===== src/rtl/audio_i2s_tx.sv =====
// I2S transmitter: stereo samples from a 1-deep holding register are serialised MSB first,
// with sclk derived from clk and lrclk leading the MSB of each word by one bit.
module audio_i2s_tx #(
  parameter int SAMPLE_WIDTH = 16,
  parameter int CLK_DIV      = 4
) (
  input  logic                      clk,
  input  logic                      reset_n,
  input  logic                      enable,
  input  logic                      s_valid,
  input  logic [2*SAMPLE_WIDTH-1:0] s_data,
  output logic                      s_ready,
  output logic                      sclk,
  output logic                      lrclk,
  output logic                      sdata,
  output logic                      underrun
);

  localparam int FRAME_BITS = 2 * SAMPLE_WIDTH;
  localparam int BIT_W      = $clog2(FRAME_BITS);
  localparam int DIV_W      = (CLK_DIV > 1) ? $clog2(CLK_DIV) : 1;

  localparam logic [DIV_W-1:0] DIV_LAST = DIV_W'(CLK_DIV - 1);
  localparam logic [BIT_W-1:0] BIT_LAST = BIT_W'(FRAME_BITS - 1);
  localparam logic [BIT_W-1:0] LR_FIRST = BIT_W'(SAMPLE_WIDTH - 1);
  localparam logic [BIT_W-1:0] LR_LAST  = BIT_W'(FRAME_BITS - 2);

  typedef enum logic [1:0] {IDLE, RUN, DRAIN} state_t;

  state_t                 state, state_nxt;
  logic [DIV_W-1:0]       div_cnt;
  logic [BIT_W-1:0]       bit_cnt, bit_nxt;
  logic                   full;
  logic [FRAME_BITS-1:0]  hold_data;
  logic [FRAME_BITS-1:0]  shift_reg;
  logic                   div_tick, sclk_fall, frame_start, load, accept;

  // NOTE: every always_comb output gets a default first so no path leaves it unassigned (no latch).
  always_comb begin
    div_tick    = (state != IDLE) && (div_cnt == DIV_LAST);
    sclk_fall   = div_tick && sclk;
    bit_nxt     = (bit_cnt == BIT_LAST) ? '0 : bit_cnt + BIT_W'(1);
    frame_start = sclk_fall && (bit_nxt == '0);
    load        = frame_start && (state == RUN);
    accept      = s_valid && !full;
  end

  assign s_ready = ~full;

  always_comb begin
    state_nxt = state;
    case (state)
      IDLE:    if (enable)      state_nxt = RUN;
      RUN:     if (!enable)     state_nxt = DRAIN;
      DRAIN:   if (frame_start) state_nxt = IDLE;
      default:                  state_nxt = IDLE;
    endcase
  end

  // NOTE: sequential state uses non-blocking assignments so all flops update from pre-edge values.
  always_ff @(posedge clk or negedge reset_n) begin
    if (!reset_n) state <= IDLE;
    else          state <= state_nxt;
  end

  always_ff @(posedge clk or negedge reset_n) begin
    if (!reset_n) full <= 1'b0;
    else if (load)   full <= 1'b0;
    else if (accept) full <= 1'b1;
  end

  // NOTE: the holding data needs no reset; its contents are only ever used while full is set.
  always_ff @(posedge clk) begin
    if (accept) hold_data <= s_data;
  end

  always_ff @(posedge clk or negedge reset_n) begin
    if (!reset_n) begin
      div_cnt   <= '0;
      bit_cnt   <= BIT_LAST;
      sclk      <= 1'b0;
      lrclk     <= 1'b0;
      sdata     <= 1'b0;
      underrun  <= 1'b0;
      shift_reg <= '0;
    end else begin
      underrun <= 1'b0;
      if (state == IDLE || (state == DRAIN && frame_start)) begin
        div_cnt   <= '0;
        bit_cnt   <= BIT_LAST;
        sclk      <= 1'b0;
        lrclk     <= 1'b0;
        sdata     <= 1'b0;
        shift_reg <= '0;
      end else begin
        if (div_tick) begin
          div_cnt <= '0;
          sclk    <= ~sclk;
        end else begin
          div_cnt <= div_cnt + DIV_W'(1);
        end
        // Data and word select move only on sclk falling edges, so they are stable at the rise.
        if (sclk_fall) begin
          bit_cnt <= bit_nxt;
          lrclk   <= (bit_nxt >= LR_FIRST) && (bit_nxt <= LR_LAST);
          if (frame_start) begin
            if (full) begin
              shift_reg <= {hold_data[FRAME_BITS-2:0], 1'b0};
              sdata     <= hold_data[FRAME_BITS-1];
            end else begin
              shift_reg <= '0;
              sdata     <= 1'b0;
              underrun  <= 1'b1;
            end
          end else begin
            sdata     <= shift_reg[FRAME_BITS-1];
            shift_reg <= {shift_reg[FRAME_BITS-2:0], 1'b0};
          end
        end
      end
    end
  end

endmodule


===== config.mk =====
export PLATFORM = sky130hd
export DESIGN_NAME = audio_i2s_tx
export DESIGN_NICKNAME = d
export VERILOG_FILES = /design/src/rtl/audio_i2s_tx.sv
export SDC_FILE = /design/constraint.sdc
export NUM_CORES = 1
export LEC_CHECK = 0
export ABC_AREA = 1
export CORE_MARGIN = 1
export CORE_UTILIZATION = 58
export CTS_BUF_LIST = sky130_fd_sc_hd__clkbuf_2 sky130_fd_sc_hd__clkbuf_4 sky130_fd_sc_hd__clkbuf_8
export DETAILED_ROUTE_END_ITERATION = 12
export GPL_ROUTABILITY_DRIVEN = 0
export PLACE_DENSITY_LB_ADDON = 0.3
export SYNTH_ARGS = -nofsm -noshare
export SYNTH_HDL_FRONTEND = slang
export SYNTH_SLANG_ARGS = --single-unit

===== constraint.sdc =====
create_clock -name clk -period 3.6 [get_ports clk]
set_clock_uncertainty 0.1 [all_clocks]
set_input_delay 0.54 -clock clk [delete_from_list [all_inputs] [get_ports clk]]
set_output_delay 0.54 -clock clk [all_outputs]
set_load 0.01 [all_outputs]

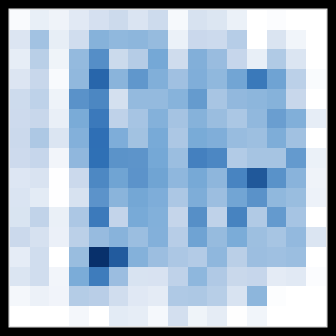
Fig. 1. Signal metal coverage by tile (run 1).
The die is cut into 16 by 16 equal tiles; white is low, dark blue is high, scaled to the fullest tile. Values are wire area over tile area, all layers added.
tiles over half the peak	16%
nearly empty tiles	10%
mean over tiles	0.16
densest ninth of the die	centre
fullest tile	0.50
wire per inst: 12.3 µm
overall via count from detail_route: 2658
total length of routed wires: 6420 µm

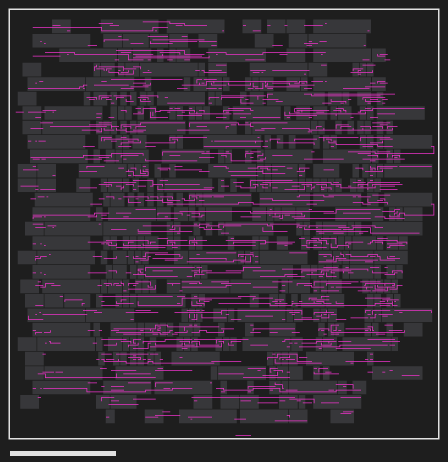
Fig. 2. M1 wires (run 1).
Bar = 20 µm.
wire length on this layer	2950 µm
main direction	horizontal
GRT met1 Usage: 0.279

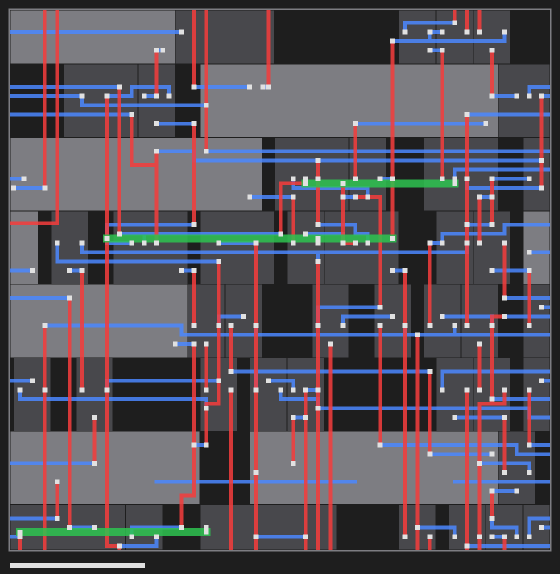
Fig. 3. A small window of the routed layout (run 1).
Bar = 5 µm. Window x 50 to 70, y 50 to 70 µm. Cells in grey, sequential cells in the stronger grey; small squares are vias.
layer	colour
M2	red
M1	blue
M3	green
cells with their middle in the window	47
most frequent	nand2_1 (31), nand3b_1 (5), edfxtp_1 (4)
sequential cells in the window	6
netlist names of flops here include	hold_data (4), shift_reg (2)

==> Table 3: Implementation characteristics, run 1 <==
Physical design parameters

Parameter                              Value

Setup path
  Cell at the slowest stage of the critical path .................. sky130_fd_sc_hd__dfstp_2
  Capture point of the worst path .................. shift_reg[17]$_DFFE_PN0P_
  Cells traversed along the worst timing path .................. ha_1 -> nand2_1 -> nor2_1 -> ha_1 -> inv_1 -> nand3_1 -> nand2_1 -> nor2_4 -> buf_4 -> nand3b_1 -> nand2_1 -> nand2_1 -> nand2_1
  Reg2Reg Setup Slack .................. roughly 0.94 ns
  Crit Path Category .................. flip-flop to flip-flop
  Worst r2r path cells .................. 13
  Most used cell along the critical path .................. sky130_fd_sc_hd__nand2_1
  Critical path startpoint .................. bit_cnt[0]$_DFFE_PN1P_
  Reg-to-Reg End .................. shift_reg[17]$_DFFE_PN0P_
  Worst Path Max Fanout .................. 19
  Arrival time at the worst endpoint .................. 2.84 ns
  Reg-to-reg critical path startpoint .................. bit_cnt[0]$_DFFE_PN1P_
  Setup crit end kind .................. flip-flop
  Required time of the worst setup path .................. ~3.8 ns
  Crit start category .................. flip-flop
  Crit path largest cell delay .................. 0.58 ns

Clock tree
  TritonCTS clock tree .................. yes
  Number of buffers inserted to repair setup after CTS .................. 0
  Cts bufs inserted .................. 9
  H-tree depth .................. 3
  Clock tree root driver cell .................. sky130_fd_sc_hd__clkbuf_8
  Clk sink count .................. approximately 77
  Post-CTS clock slew at the launch and capture registers of the worst setup and hold paths .................. 0.08 ns
  Number of hold-repair buffers added at the cts stage .................. 0
  Late-Pin Clk Latency .................. approximately 0.35 ns
  Max Root-Sink Buffers .................. 2
  Number of gates given a new drive strength after cts .................. 0

Synthesis
  Number of instances in the synthesized netlist .................. 406
  Flip-flops with a built-in enable .................. 32
  Number of synthesized register bits .................. between 70 and 80
  Prevailing logic family in the synthesized netlist .................. simple AND/OR/NAND/NOR gates
  Synth Area in Adders .................. 0.0175
  Synth Seq Share .................. 0.584
  Synth warnings .................. 0
  Area share of the leading cell type in the synthesized netlist .................. 0.279
  Combined area of all synthesized cells .................. between 3000 and 4000 µm²
  Leading area contributor after synthesis .................. sky130_fd_sc_hd__dfrtp_1
  Area fraction in mux cells .................. 0
  Chip area in the Yosys report .................. 3580 µm²
  Complex-gate fraction of the synthesized area .................. 0.0129
  Prevailing post-synth register cell .................. sky130_fd_sc_hd__dfrtp_1
  Synthesized-area fraction occupied by and/or/nand/nor cells .................. 0.336
  FFs w/ async S/R, synth .................. 0.584
  Number of distinct standard cells referenced by the synthesized netlist .................. 26
  Post-Synth XOR/XNOR Area .................. 0
  Top cells by area, synth .................. sky130_fd_sc_hd__dfrtp_1, sky130_fd_sc_hd__edfxtp_1, sky130_fd_sc_hd__nand2_1
  Top cells by count, synth .................. sky130_fd_sc_hd__nand2_1, sky130_fd_sc_hd__dfrtp_1, sky130_fd_sc_hd__edfxtp_1, sky130_fd_sc_hd__nand3b_1, sky130_fd_sc_hd__inv_1
  Cells in synth_stat.txt .................. between 400 and 500
  Post-Syn Nets .................. roughly 450
  Most numerous cell in the Yosys netlist .................. sky130_fd_sc_hd__nand2_1
  Mean Syn Cell Area .................. slightly below 9 µm²

Final timing
  Tcrit/Tclk final .................. 0.739
  Headroom to the max-slew limit .................. 0.334
  Actual slew at the worst max-slew pin .................. ~1.0 ns
  Setup repair after global routing missed its margin .................. no
  Setup TNS Final .................. 0 ns
  Final number of max-transition violations .................. 0
  Shortest period the worst path allows .................. ~2.7 ns
  Endpoints failing hold .................. 0
  # setup viols final .................. 0
  Highest Clock Rate .................. roughly 0.38 GHz

Cells and area
  Fraction of final layout cells sized beyond drive strength 1 .................. 0.0804
  Fraction of standard cell area that is sequential .................. 0.498
  Flip-flop and latch count .................. a little under 80
  Total area of sequential cells .................. about 2100 µm²
  Clk cell area share .................. 0.0423
  Clock tree buffer count of the final layout .................. 14
  Number of ordinary and repair buffers in the finished layout .................. 46
  Number of nets in the finished design .................. 484
  Multi-input gate area .................. 1320 µm²
  Number of flip-flops under the largest register name .................. 32
  Area growth from synthesis to final layout .................. 17.3%
  Layout non-clock buf frac .................. 0.105
  Non-clk invs .................. 22
  Final std cell area, no fill .................. approximately 4200 µm²
  Cell class ranked first by area .................. flip-flops and latches
  Comb/total area .................. 0.313
  Tally of filler cells in the layout .................. ~460
  Total inserted antenna cells .................. 0
  Number of combinational gates with multiple inputs .................. about 290

Power
  Sequential fraction of design power .................. 0.462
  Combinational power share .................. 0.262
  Switching portion of total power .................. 0.338
  Total power divided by cell area .................. slightly above 500 nW/µm²
  Reported leakage power .................. roughly 2.1 nW
  Total Power .................. about 2.2 mW
  Worst VDD drop .................. between 0.0005 and 0.0006 V
  Power share of the clock group .................. 0.275
  Net load switching power .................. approximately 0.73 mW
  Cell internal pwr .................. ~1.4 mW

Run
  Max Cap Violations .................. 0
  OpenROAD warnings .................. 28

Floorplan
  FP Util .................. 0.602
  Top-level port count .................. slightly above 40
  Well Taps .................. about 75
  Horizontal die dimension .................. 80.6 µm
  Count of standard-cell rows .................. 28
  Chip Footprint .................. 6500 µm²
  Height of the chip .................. ~80 µm
  Core outline area .................. 5960 µm²

Detailed routing
  Number of DRC markers after the initial detailed-route iteration .................. roughly 170
  First-pass iteration count of the detailed router .................. 5
  Number of remaining DRC errors .................. 0
  Vias per cell .................. 5.08
  Remaining antenna violation count after routing .................. 0

GRT
  Maximum number of pins on one net before global-route repair .................. ~46
  Wire length of the first global-routing pass .................. about 11000 µm
  Via count of the first global-routing pass .................. approximately 2500
  Combined global-route utilization of all metal layers .................. 0.224
  Initial antenna violation count .................. 0
  Global-route congestion overflow total .................. 0

Placed design
  Final HPWL from detailed placement .................. a little over 4000 µm
  Cell Area, Placed .................. around 4000 µm²
  Count of input and output buffers .................. ~40

Hold path
  Hold Crit Class .................. primary input to async pin

Status
  Status .................. completed
run 1: routing by layer:
metal	track usage	part of all wire	vias up
li1	-	-	1349
met4	0.0964	0.017	0
met3	0.0409	0.036	9
met5	0	0	-
met1	0.279	0.46	1236
met2	0.380	0.49	64
run 1: layout by cell type (no fill, tap or decap), types with 3 or more instances in the layout:
master	netlist	routed
sky130_fd_sc_hd__edfxtp_1	32	32
sky130_fd_sc_hd__clkbuf_4	0	4
sky130_fd_sc_hd__nand3_1	10	10
sky130_fd_sc_hd__buf_4	1	6
sky130_fd_sc_hd__inv_1	21	21
sky130_fd_sc_hd__nand3b_1	32	32
sky130_fd_sc_hd__nor2_1	14	13
sky130_fd_sc_hd__a21oi_1	3	3
sky130_fd_sc_hd__dfstp_2	5	5
sky130_fd_sc_hd__clkdlybuf4s50_1	0	39
sky130_fd_sc_hd__ha_1	5	5
sky130_fd_sc_hd__dfrtp_1	40	40
sky130_fd_sc_hd__clkbuf_8	0	10
sky130_fd_sc_hd__nand2_1	211	211
run 1: worst max-delay path, delay by kind of cell, from the launching register on:
| kind | cells | cell delay [ns] |
|---|---|---|
| buf+inv | 2 | 0.41 |
| simple gates | 9 | 1.14 |
| flops | 1 | 0.58 |
| fa+ha+maj | 2 | 0.37 |
run 1: power groups by stage:
stage,logic [mW],clock network (mW),registers [mW]
finish,0.570,0.597,1.00
global route,0.644,0.640,1.01
CTS,0.575,0.606,1.00
detailed placement,0.572,0,1.02
global placement,0.551,0,1.02
floorplan,0.419,0,1.02
run 1: stage by stage:
stage	instances	hold WS, ns	util	setup slack [ns]
after CTS	523	0.287	0.706	0.937
after global placement	507	0.327	0.676	1.05
after floorplan	406	0.144	-	1.00
final	523	0.260	0.706	0.939
after global routing	523	0.336	0.706	0.606
after detailed placement	507	0.335	0.676	0.958
--- run 2 (diff from run 1) ---
- CORE_UTILIZATION: 58 -> 52
- clock period: 3.6 -> 2.4 ns (I/O delays scaled with it)
==> Table 3: Implementation characteristics, run 2 <==
Physical design parameters

Parameter                              Value

Cells and area
  Layout non-clock buf frac .................. 0.129 (+0.0241)
  Final std cell area, no fill .................. 4430 µm² (+5.4%)
  Tally of filler cells in the layout .................. 491 (+6.0%)
  Number of nets in the finished design .................. 496 (+2.5%)
  Number of flip-flops under the largest register name .................. 32 (unchanged)
  Most frequent cells in the layout .................. sky130_fd_sc_hd__nand2_1, sky130_fd_sc_hd__dfrtp_1, sky130_fd_sc_hd__clkdlybuf4s50_1
  Cell class ranked first by area .................. flip-flops and latches
  Non-clk invs .................. 22 (unchanged)
  Number of ordinary and repair buffers in the finished layout .................. 58 (+26%)
  Clk cell area share .................. 0.0469 (+0.00463)
  Multi-input gate area .................. 1380 µm² (+4.8%)
  Comb/total area .................. 0.311 (-0.00179)
  Flip-flop and latch count .................. 77 (unchanged)
  Total inserted antenna cells .................. 0 (unchanged)
  Clock tree buffer count of the final layout .................. 10 (-4)
  Area growth from synthesis to final layout .................. 23.6%
  Number of non-filler instances in the completed layout .................. 536 (+2.5%)

Placed design
  Count of input and output buffers .................. 40 (unchanged)
  Cell Area, Placed .................. 4100 µm² (+1.7%)
  Setup slack after placement .................. 0.0349 ns (-0.923 ns)
  Cell count after placement .................. 518 (+2.2%)

GRT
  Maximum number of pins on one net before global-route repair .................. 46 (unchanged)
  Wire length of the first global-routing pass .................. 12000 µm (+10%)
  Global-route congestion overflow total .................. 0 (unchanged)
  Via count of the first global-routing pass .................. 2745 (+10%)
  Initial antenna violation count .................. 0 (unchanged)

Setup path
  Required time of the worst setup path .................. 2.54 ns (-1.24 ns)
  Crit Path Category .................. flip-flop to flip-flop
  Arrival time at the worst endpoint .................. 2.43 ns (-0.41 ns)
  Reg-to-Reg End .................. shift_reg[7]$_DFFE_PN0P_
  Crit path largest cell delay .................. 0.60 ns (+0.02 ns)
  Cell at the slowest stage of the critical path .................. sky130_fd_sc_hd__dfstp_2
  Worst Path Max Fanout .................. 16 (-3)
  Reg2Reg Setup Slack .................. 0.11 ns (-0.83 ns)
  Worst r2r path cells .................. 14 (+1)
  Crit start category .................. flip-flop
  Most used cell along the critical path .................. sky130_fd_sc_hd__nand2_1

Synthesis
  Top cells by area, synth .................. sky130_fd_sc_hd__dfrtp_1, sky130_fd_sc_hd__edfxtp_1, sky130_fd_sc_hd__nand2_1
  Number of instances in the synthesized netlist .................. 406 (unchanged)
  Leading area contributor after synthesis .................. sky130_fd_sc_hd__dfrtp_1
  FFs w/ async S/R, synth .................. 0.584 (unchanged)
  Prevailing post-synth register cell .................. sky130_fd_sc_hd__dfrtp_1
  Mean Syn Cell Area .................. 8.83 µm² (unchanged)
  Number of distinct standard cells referenced by the synthesized netlist .................. 26 (unchanged)
  Combined area of all synthesized cells .................. 3580 µm² (unchanged)
  Top cells by count, synth .................. sky130_fd_sc_hd__nand2_1, sky130_fd_sc_hd__dfrtp_1, sky130_fd_sc_hd__edfxtp_1, sky130_fd_sc_hd__nand3b_1, sky130_fd_sc_hd__inv_1
  Chip area in the Yosys report .................. 3580 µm² (unchanged)
  Most numerous cell in the Yosys netlist .................. sky130_fd_sc_hd__nand2_1
  Number of synthesized register bits .................. 77 (unchanged)
  Cells in synth_stat.txt .................. 406 (unchanged)
  Synth Seq Share .................. 0.584 (unchanged)
  Post-Syn Nets .................. 447 (unchanged)

Detailed routing
  Number of DRC markers after the initial detailed-route iteration .................. 163 (-5.2%)
  Vias per cell .................. 5.16 (+1.5%)
  First-pass iteration count of the detailed router .................. 4 (-1)
  Number of remaining DRC errors .................. 0 (unchanged)

Clock tree
  TritonCTS clock tree .................. yes
  Number of hold-repair buffers added at the cts stage .................. 0 (unchanged)
  Clk sink count .................. 77 (unchanged)
  Max Root-Sink Buffers .................. 2 (unchanged)
  H-tree depth .................. 3 (unchanged)
  Cts bufs inserted .................. 9 (unchanged)
  Post-CTS clock slew at the launch and capture registers of the worst setup and hold paths .................. 0.08 ns (about the same)
  Late-Pin Clk Latency .................. 0.35 ns (about the same)

Power
  Reported leakage power .................. 2.21 nW (+4.5%)
  Total power divided by cell area .................. 818 nW/µm² (+58%)
  Total Power .................. 3.62 mW (+67%)
  Worst VDD drop .................. 0.000452 V (-25%)

Final timing
  # setup viols final .................. 0 (unchanged)
  Headroom to the max-slew limit .................. 0.625 (+0.291)
  Tcrit/Tclk final .................. 0.955 (+0.215)
  Highest Clock Rate .................. 0.436 GHz (+16%)
  Hold_ws .................. -0.0226 ns (-0.283 ns)
  Final number of max-transition violations .................. 0 (unchanged)
  Worst setup slack after layout .................. 0.109 ns (-0.830 ns)
  Endpoints failing hold .................. 30 (+30)

Hold path
  Hold Crit Class .................. primary input to async pin

Floorplan
  Core outline area .................. 6490 µm² (+9.1%)
  Well Taps .................. 77 (+2.7%)
  Horizontal die dimension .................. 85.0 µm (+5.5%)
  Chip Footprint .................. 7230 µm² (+11%)
  Top-level port count .................. 41 (unchanged)
  Count of standard-cell rows .................. 29 (+3.6%)

Status
  Failing checks .................. hold timing
  Status .................. finished with violations

Run
  Max Cap Violations .................. 0 (unchanged)
[run 2: power by group]
group          total (mW)  internal (mW)  switching [mW]  leakage (nW)
sequential           1.51           1.45          0.0589         0.887
combinational        1.07          0.383           0.684          1.22
clock                1.04          0.586           0.456         0.103
total                3.62           2.42            1.20          2.21
[run 2: worst max-delay path: cells and delay by family (launching register included)]
family,cells,cell delay [ns]
simple gates,10,0.90
flops,1,0.60
buf+inv,2,0.25
fa+ha+maj,2,0.32
[run 2: layer usage]
metal / GRT usage / vias to the layer above / part of all wire
met3: 0.0457 / 8 / 0.056
met4: 0.0770 / 0 / 0.012
li1: - / 1373 / -
met2: 0.376 / 78 / 0.50
met5: 0 / - / 0
met1: 0.263 / 1307 / 0.43
[run 2: worst max-delay path by stage]
stage                                 startpoint                  endpoint  slack (ns)
after floorplan           bit_cnt[0]$_DFFE_PN1P_         sdata$_DFFE_PN0P_        0.25
after global placement    bit_cnt[0]$_DFFE_PN1P_          full$_DFFE_PN0P_        0.15
after detailed placement  bit_cnt[1]$_DFFE_PN1P_          full$_DFFE_PN0P_        0.03
after CTS                 bit_cnt[1]$_DFFE_PN1P_          full$_DFFE_PN0P_        0.02
after global routing      bit_cnt[1]$_DFFE_PN1P_      div_cnt[1]$_DFF_PN0_      -0.001
final                     bit_cnt[1]$_DFFE_PN1P_  shift_reg[7]$_DFFE_PN0P_        0.11
[run 2: kinds of logic after synthesis]
family / share of synthesized area
AND/OR/NAND/NOR: 0.336
flip-flops: 0.584
buffers and inverters: 0.0496
AND-OR/OR-AND: 0.0129
adder cells (fa/ha/maj): 0.0175
[run 2: repair_timing]
item,4_1_cts,5_1_grt
endpoints found under the setup margin,0,43
buffers inserted,0,2
gates resized,0,19
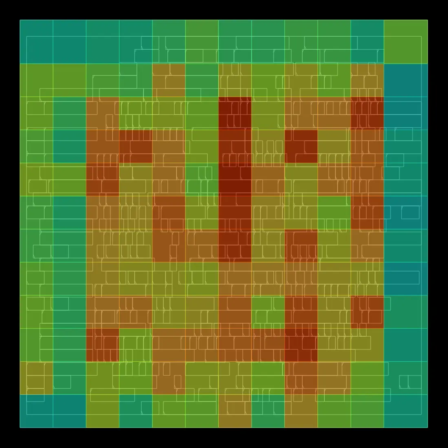
Fig. 4. Routing congestion map (run 2).
GRT met1 Usage: 0.263
GR met2 Demand/Resource: 0.376
GRT busiest layer: met2
met3 routing resource usage after global routing: 0.0457
final core area utilization: 0.682

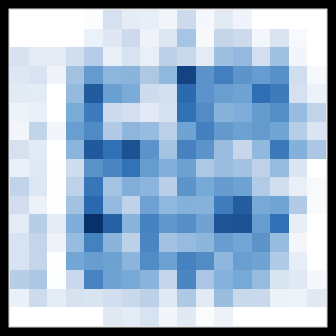
Fig. 5. Signal metal coverage by tile (run 2).
The die is cut into 17 by 17 equal tiles; white is low, dark blue is high, scaled to the fullest tile. Values are wire area over tile area, all layers added.
densest ninth of the die	centre
nearly empty tiles	13%
mean over tiles	0.16
fullest tile	0.49
emptiest ninth of the die	upper left
overall via count from detail_route: 2766
total length of routed wires: 7110 µm
wire per inst: 13.3 µm
combined global-route utilization of all metal layers: 0.215

Power and IR drop assume default switching activity.
